<file path="src/rtl/b64to8_frame_unpacker.sv">
// ---------------------------------------------------------------------------
// b64to8_frame_unpacker
//
// Reader side of the ADC sextet packer. Pops 64-bit packed words from a
// first-word-fall-through acquisition FIFO, checks frame/sextet sequencing
// and re-serialises the six ADC bytes of each word into a valid/ready byte
// stream tagged with the sample index, frame markers and header flags.
//
// Word layout:
//   [63]    HdrADC     [62] HdrShift     [61] HdrSwitch
//   [60:48] sextet number within the frame
//   [47:0]  six ADC bytes, byte k = [8k+7:8k], byte 0 is emitted first
//
// Ports:
//   InputClock   in   block clock
//   rst          in   synchronous, active-high reset
//   FifoData     in   FIFO head word (valid while FifoEmpty=0)
//   FifoEmpty    in   FIFO empty flag
//   FifoRdEn     out  pop strobe (combinational, gated by FifoEmpty and rst)
//   FrameLength  in   index of the last sextet in a frame
//   ByteOut      out  unpacked ADC sample
//   ByteValid    out  ByteOut valid
//   ByteReady    in   downstream accept
//   SampleIndex  out  sextet*6 + point within the frame
//   FrameStart   out  high with the byte at SampleIndex 0
//   FrameEnd     out  high with byte 5 of the last sextet of the frame
//   HdrADC/HdrShift/HdrSwitch  out  header bits of the latched word
//   SeqError     out  one-cycle pulse on a sequencing fault
//   FrameCount   out  completed frames, wraps
//
// Optional build macro UNPACK_STATS_EN adds:
//   ErrCount     out  saturating count of SeqError pulses
//   DropCount    out  saturating count of discarded words
// ---------------------------------------------------------------------------
module b64to8_frame_unpacker #(
  parameter int IDX_W       = 16,
  parameter int FRAME_CNT_W = 24
) (
  input  logic                   InputClock,
  input  logic                   rst,
  input  logic [63:0]            FifoData,
  input  logic                   FifoEmpty,
  output logic                   FifoRdEn,
  input  logic [12:0]            FrameLength,
  output logic [7:0]             ByteOut,
  output logic                   ByteValid,
  input  logic                   ByteReady,
  output logic [IDX_W-1:0]       SampleIndex,
  output logic                   FrameStart,
  output logic                   FrameEnd,
  output logic                   HdrADC,
  output logic                   HdrShift,
  output logic                   HdrSwitch,
  output logic                   SeqError,
  output logic [FRAME_CNT_W-1:0] FrameCount
`ifdef UNPACK_STATS_EN
  ,
  output logic [15:0]            ErrCount,
  output logic [15:0]            DropCount
`endif
);

  localparam logic [1:0] HUNT = 2'd0;
  localparam logic [1:0] IDLE = 2'd1;
  localparam logic [1:0] EMIT = 2'd2;

  localparam logic [IDX_W-1:0]       IDX_ONE = {{(IDX_W-1){1'b0}}, 1'b1};
  localparam logic [FRAME_CNT_W-1:0] CNT_ONE = {{(FRAME_CNT_W-1){1'b0}}, 1'b1};

  // Byte k of the six-byte payload.
  function automatic logic [7:0] pickByte(input logic [47:0] w, input logic [2:0] k);
    logic [7:0] b;
    case (k)
      3'd0:    b = w[7:0];
      3'd1:    b = w[15:8];
      3'd2:    b = w[23:16];
      3'd3:    b = w[31:24];
      3'd4:    b = w[39:32];
      3'd5:    b = w[47:40];
      default: b = 8'h00;
    endcase
    return b;
  endfunction

  // Registered state
  logic [1:0]  state;
  logic [47:0] wordBytes;
  logic [12:0] curSextet;
  logic [2:0]  point;
  logic [12:0] expected;

  // Combinational helpers
  logic        accept;
  logic        wordDone;
  logic        frameDone;
  logic [12:0] expAfter;
  logic        popWindow;
  logic        popEn;
  logic [12:0] headSextet;
  logic [12:0] expUse;
  logic        rangeBad;
  logic        chkLatch;
  logic        chkErr;

  // Next-state values
  logic [1:0]             nState;
  logic [47:0]            nWord;
  logic [12:0]            nSextet;
  logic [2:0]             nPoint;
  logic [12:0]            nExpected;
  logic [IDX_W-1:0]       nIdx;
  logic                   nValid;
  logic [7:0]             nByte;
  logic [FRAME_CNT_W-1:0] nFrameCount;
  logic                   nSeqErr;
  logic [2:0]             nHdr;
  logic                   nDrop;
  logic                   nStart;
  logic                   nEnd;

  // Handshake and end-of-word / end-of-frame conditions
  always_comb begin
    accept    = ByteValid & ByteReady;
    wordDone  = accept && (point == 3'd5);
    frameDone = wordDone && (curSextet == FrameLength);
    if (frameDone) begin
      expAfter = 13'd0;
    end else begin
      expAfter = curSextet + 13'd1;
    end
  end

  // Pop strobe: must react to FifoEmpty in the same cycle, so it is not registered
  always_comb begin
    case (state)
      HUNT:    popWindow = 1'b1;
      IDLE:    popWindow = 1'b1;
      EMIT:    popWindow = wordDone;
      default: popWindow = 1'b0;
    endcase
    if (rst) begin
      popEn = 1'b0;
    end else begin
      popEn = popWindow & ~FifoEmpty;
    end
  end

  assign FifoRdEn = popEn;

  // Sequence check of the FIFO head word against the expected sextet
  always_comb begin
    headSextet = FifoData[60:48];
    // At end of word the expectation is the one being computed this cycle.
    if (state == EMIT) begin
      expUse = expAfter;
    end else begin
      expUse = expected;
    end
    rangeBad = (headSextet > FrameLength) || (expUse > FrameLength);
    chkLatch = 1'b0;
    chkErr   = 1'b0;
    if (state == HUNT) begin
      // Hunting silently discards everything until a frame start appears.
      chkLatch = (headSextet == 13'd0);
      chkErr   = 1'b0;
    end else if (rangeBad) begin
      chkErr   = 1'b1;
      chkLatch = 1'b0;
    end else if (headSextet == expUse) begin
      chkLatch = 1'b1;
      chkErr   = 1'b0;
    end else if (headSextet == 13'd0) begin
      // Truncated frame: flag it but resynchronise on the new frame start.
      chkErr   = 1'b1;
      chkLatch = 1'b1;
    end else begin
      chkErr   = 1'b1;
      chkLatch = 1'b0;
    end
  end

  // Next-state computation for the unpacker
  always_comb begin
    nState      = state;
    nWord       = wordBytes;
    nSextet     = curSextet;
    nPoint      = point;
    nExpected   = expected;
    nIdx        = SampleIndex;
    nValid      = ByteValid;
    nByte       = ByteOut;
    nFrameCount = FrameCount;
    nSeqErr     = 1'b0;
    nHdr        = {HdrADC, HdrShift, HdrSwitch};
    nDrop       = 1'b0;

    if ((state == EMIT) && accept) begin
      if (wordDone) begin
        nExpected = expAfter;
        nValid    = 1'b0;
        nState    = IDLE;
        if (frameDone) begin
          nIdx        = '0;
          nFrameCount = FrameCount + CNT_ONE;
        end else begin
          nIdx = SampleIndex + IDX_ONE;
        end
      end else begin
        nPoint = point + 3'd1;
        nIdx   = SampleIndex + IDX_ONE;
        nByte  = pickByte(wordBytes, point + 3'd1);
      end
    end else begin
      nPoint = point;
    end

    // A pop in EMIT overrides the IDLE fallback chosen above, giving a
    // bubble-free hand-over between words.
    if (popEn) begin
      nSeqErr = chkErr;
      if (chkLatch) begin
        nState  = EMIT;
        nWord   = FifoData[47:0];
        nSextet = headSextet;
        nPoint  = 3'd0;
        nIdx    = IDX_W'(headSextet) * IDX_W'(3'd6);
        nValid  = 1'b1;
        nByte   = FifoData[7:0];
        nHdr    = FifoData[63:61];
      end else begin
        nState    = HUNT;
        nValid    = 1'b0;
        nExpected = 13'd0;
        nDrop     = 1'b1;
      end
    end else begin
      nDrop = 1'b0;
    end

    nStart = nValid && (nIdx == '0);
    nEnd   = nValid && (nPoint == 3'd5) && (nSextet == FrameLength);
  end

  // State and registered outputs
  always_ff @(posedge InputClock) begin
    if (rst) begin
      state       <= HUNT;
      wordBytes   <= 48'd0;
      curSextet   <= 13'd0;
      point       <= 3'd0;
      expected    <= 13'd0;
      SampleIndex <= '0;
      ByteValid   <= 1'b0;
      ByteOut     <= 8'h00;
      FrameStart  <= 1'b0;
      FrameEnd    <= 1'b0;
      HdrADC      <= 1'b0;
      HdrShift    <= 1'b0;
      HdrSwitch   <= 1'b0;
      SeqError    <= 1'b0;
      FrameCount  <= '0;
    end else begin
      state       <= nState;
      wordBytes   <= nWord;
      curSextet   <= nSextet;
      point       <= nPoint;
      expected    <= nExpected;
      SampleIndex <= nIdx;
      ByteValid   <= nValid;
      ByteOut     <= nByte;
      FrameStart  <= nStart;
      FrameEnd    <= nEnd;
      HdrADC      <= nHdr[2];
      HdrShift    <= nHdr[1];
      HdrSwitch   <= nHdr[0];
      SeqError    <= nSeqErr;
      FrameCount  <= nFrameCount;
    end
  end

`ifdef UNPACK_STATS_EN
  // Saturating error and drop statistics
  always_ff @(posedge InputClock) begin
    if (rst) begin
      ErrCount  <= 16'd0;
      DropCount <= 16'd0;
    end else begin
      if (nSeqErr && (ErrCount != 16'hFFFF)) begin
        ErrCount <= ErrCount + 16'd1;
      end else begin
        ErrCount <= ErrCount;
      end
      if (nDrop && (DropCount != 16'hFFFF)) begin
        DropCount <= DropCount + 16'd1;
      end else begin
        DropCount <= DropCount;
      end
    end
  end
`endif

endmodule
</file>
<file path="config.mk">
export PLATFORM = sky130hd
export DESIGN_NAME = b64to8_frame_unpacker
export DESIGN_NICKNAME = d
export VERILOG_FILES = /design/src/rtl/b64to8_frame_unpacker.sv
export SDC_FILE = /design/constraint.sdc
export NUM_CORES = 1
export LEC_CHECK = 0
export CAP_MARGIN = 20
export CORE_MARGIN = 5
export CORE_UTILIZATION = 55
export DETAILED_ROUTE_END_ITERATION = 10
export PLACE_DENSITY_LB_ADDON = 0.05
export SKIP_LAST_GASP = 1
export SYNTH_ARGS = -nofsm -noshare
export SYNTH_HDL_FRONTEND = slang
export SYNTH_SLANG_ARGS = --single-unit
</file>
<file path="constraint.sdc">
create_clock -name InputClock -period 4.9 [get_ports InputClock]
set_input_delay 0.49 -clock InputClock [delete_from_list [all_inputs] [get_ports InputClock]]
set_output_delay 0.49 -clock InputClock [all_outputs]
set_load 0.02 [all_outputs]
</file>
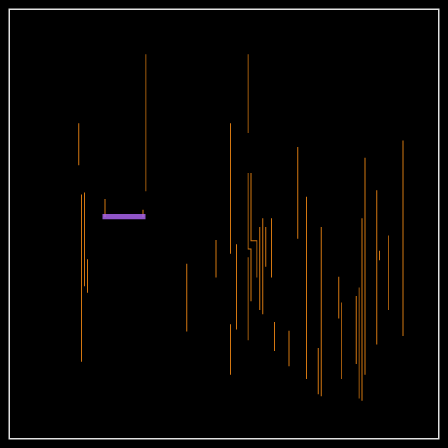
(images/wires.png)
Only two layers are drawn.
- metal 4: orange (wire length 1,010 µm)
- metal 5: purple (wire length 12.0 µm)
WL final: 27.3 mm
Avg WL per Cell: 18.5 µm

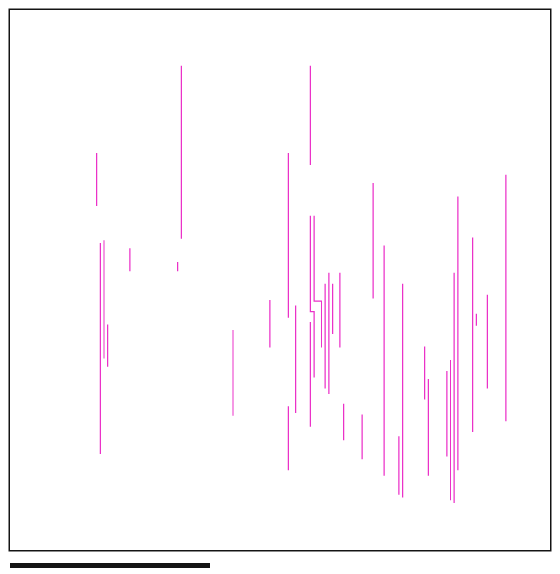
(images/layer_met4.png)
Scale bar: 50 µm.
- share of all routed wire: 3.7%
- wire length on this layer: 1,010 µm
- longest straight run: 68.0 µm
- main direction: vertical
- nets with wire on the layer: 32
via count: 8,657

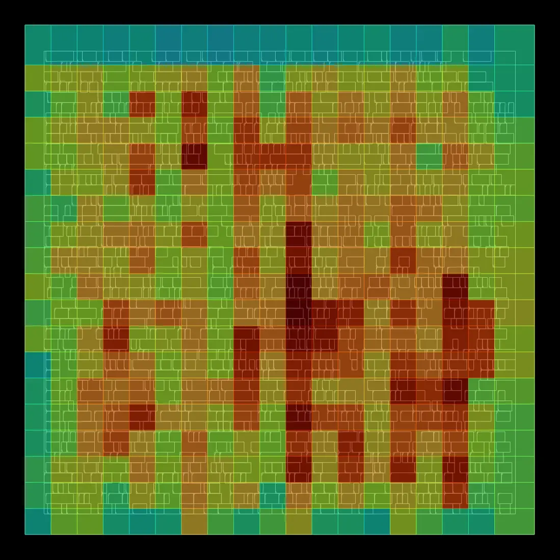
(images/congestion.png)
met1 usage: 0.369
Final Util: 0.728

[synth_stat cells, drive strengths merged (5+ instances only)]
master and n:
and3 14, inv 50, a221oi 17, buf 25, nand2 172, clkbuf 29
and2 5, nor4 15, nand2b 6, nor2b 8, o21ai 65, nand3b 43
a21oi 70, or3 11, o31ai 6, a211oi 20, nor2 101, xor2 43
mux2i 6, nor3 31, or2 5, xnor2 28, dfxtp 134, nand4 17
a22o 10, ha 55, nand3 36
[tightest hold or removal path, stage by stage, from the launching register on]
cell and delay (ns):
dfxtp_1 0.31, nand2_1 0.05, a21oi_1 0.05
[final timing paths]
kind	from	end	slack, ns
hold reg to reg	wordBytes[7]	wordBytes[7]	0.45
hold / removal	wordBytes[7]	wordBytes[7]	0.45
setup reg to reg	curSextet[1]	FrameStart	0.25
setup / recovery	curSextet[1]	FrameStart	0.25
==> reports/results.txt <==
outcome: finished clean
FF/Latch Area: 2690 µm²
critical path buffer and inverter count: 1
Worst Setup Slack, final: 0.251 ns
crit-path cells: ha_1 > nand2_1 > nor4_2 > xnor2_1 > o31a_4 > inv_1 > ha_1 > a211oi_2 > nand2_1 > a31oi_1 > o2111ai_1 > a221oi_2 > nand4b_1 > o41a_4 > nor2_4 > mux2i_2 > o21ai_0 > nor4_2
top cell category: logic gates
Synth cell types: 81
inverters: 50
met2 usage: 0.491
CTS tree: built
syn_area_per_cell: 7.88 µm²
Post-DP HPWL: 20.3 mm
Setup TNS: 0 ns
net load switching power: 0.704 mW
Top Consumer: clock
fin cells: 1,478
Port-buffer cells: 136
part of the power in registers: 0.411
clock skew: 0.00949 ns
synth-to-layout area growth: 29.8%
top sig layer: met5
Placed Instance Area: 10,500 µm²
Worst-path clk slew: 0.06 ns
P_clk: 1.28 mW
Num CTS Buffers: 17
WL met3: 1.87 mm
drt initial violations: 785
first-pass GRT wire length: 42.2 mm
Worst setup SP type: register
P_int: 1.95 mW
P_seq: 1.09 mW
die width: 135 µm
Final nets: 1,391
share of synthesized area spent on multiplexers: 0.00964
post-CTS setup buffers: 0
Combinational Power Share: 0.107
met3 Usage GRT: 0.0566
CP Capture Type: register
Comb gates: 848
count of plain and timing-repair buffers: 203
Switching Share: 0.266
main flop type: dfxtp_1
CTS root buffer: clkbuf_16
cell count along the critical path: 18
vias in the first global route: 8,210
sequential share of the synthesized area: 0.313
Final Cell Area: 11,100 µm²
Finish-stage setup viols: 0
Worst Hold Depth: 2
DRT Pass-1 Iters: 5
Via density: 5.86
# clock sinks: 134
Simple-Gate Area Share: 0.286
PostCTS Resize Cnt: 0
Comb group: 0.283 mW
clk buf depth: 2
cycle use final: 0.949
Non-clock buffering overhead: 0.173
Flop Count: 134
maxcap violations: 0
share of cells above drive strength 1: 0.119
Pwr Density: 238 nW/µm²
Layout fillers: 1,269
cell count listed in synth_stat.txt: 1,086
Die ar.: 18,200 µm²
CP Max Fanout: 5
num rows: 45
clock-cell share of area: 0.0526
yosys adder share: 0.0827
Pre-Place Util: 0.561
worst reg2reg path depth: 18
synthesized instance count: 1,086
I/O pins: 137
max incr delay on CP: 0.43 ns
Slowest-stage cell, CP: o41a_4
commonest non-fill, non-tap cells in the layout: nand2_1 (171), clkdlybuf4s50_1 (135), dfxtp_1 (132)
Worst EP required: 5.23 ns
GRT Total Usage: 0.292
DP Cell Count: 1,445
fmax: 215 MHz
Power figures rest on the tool's default switching activity, not on a simulated workload.
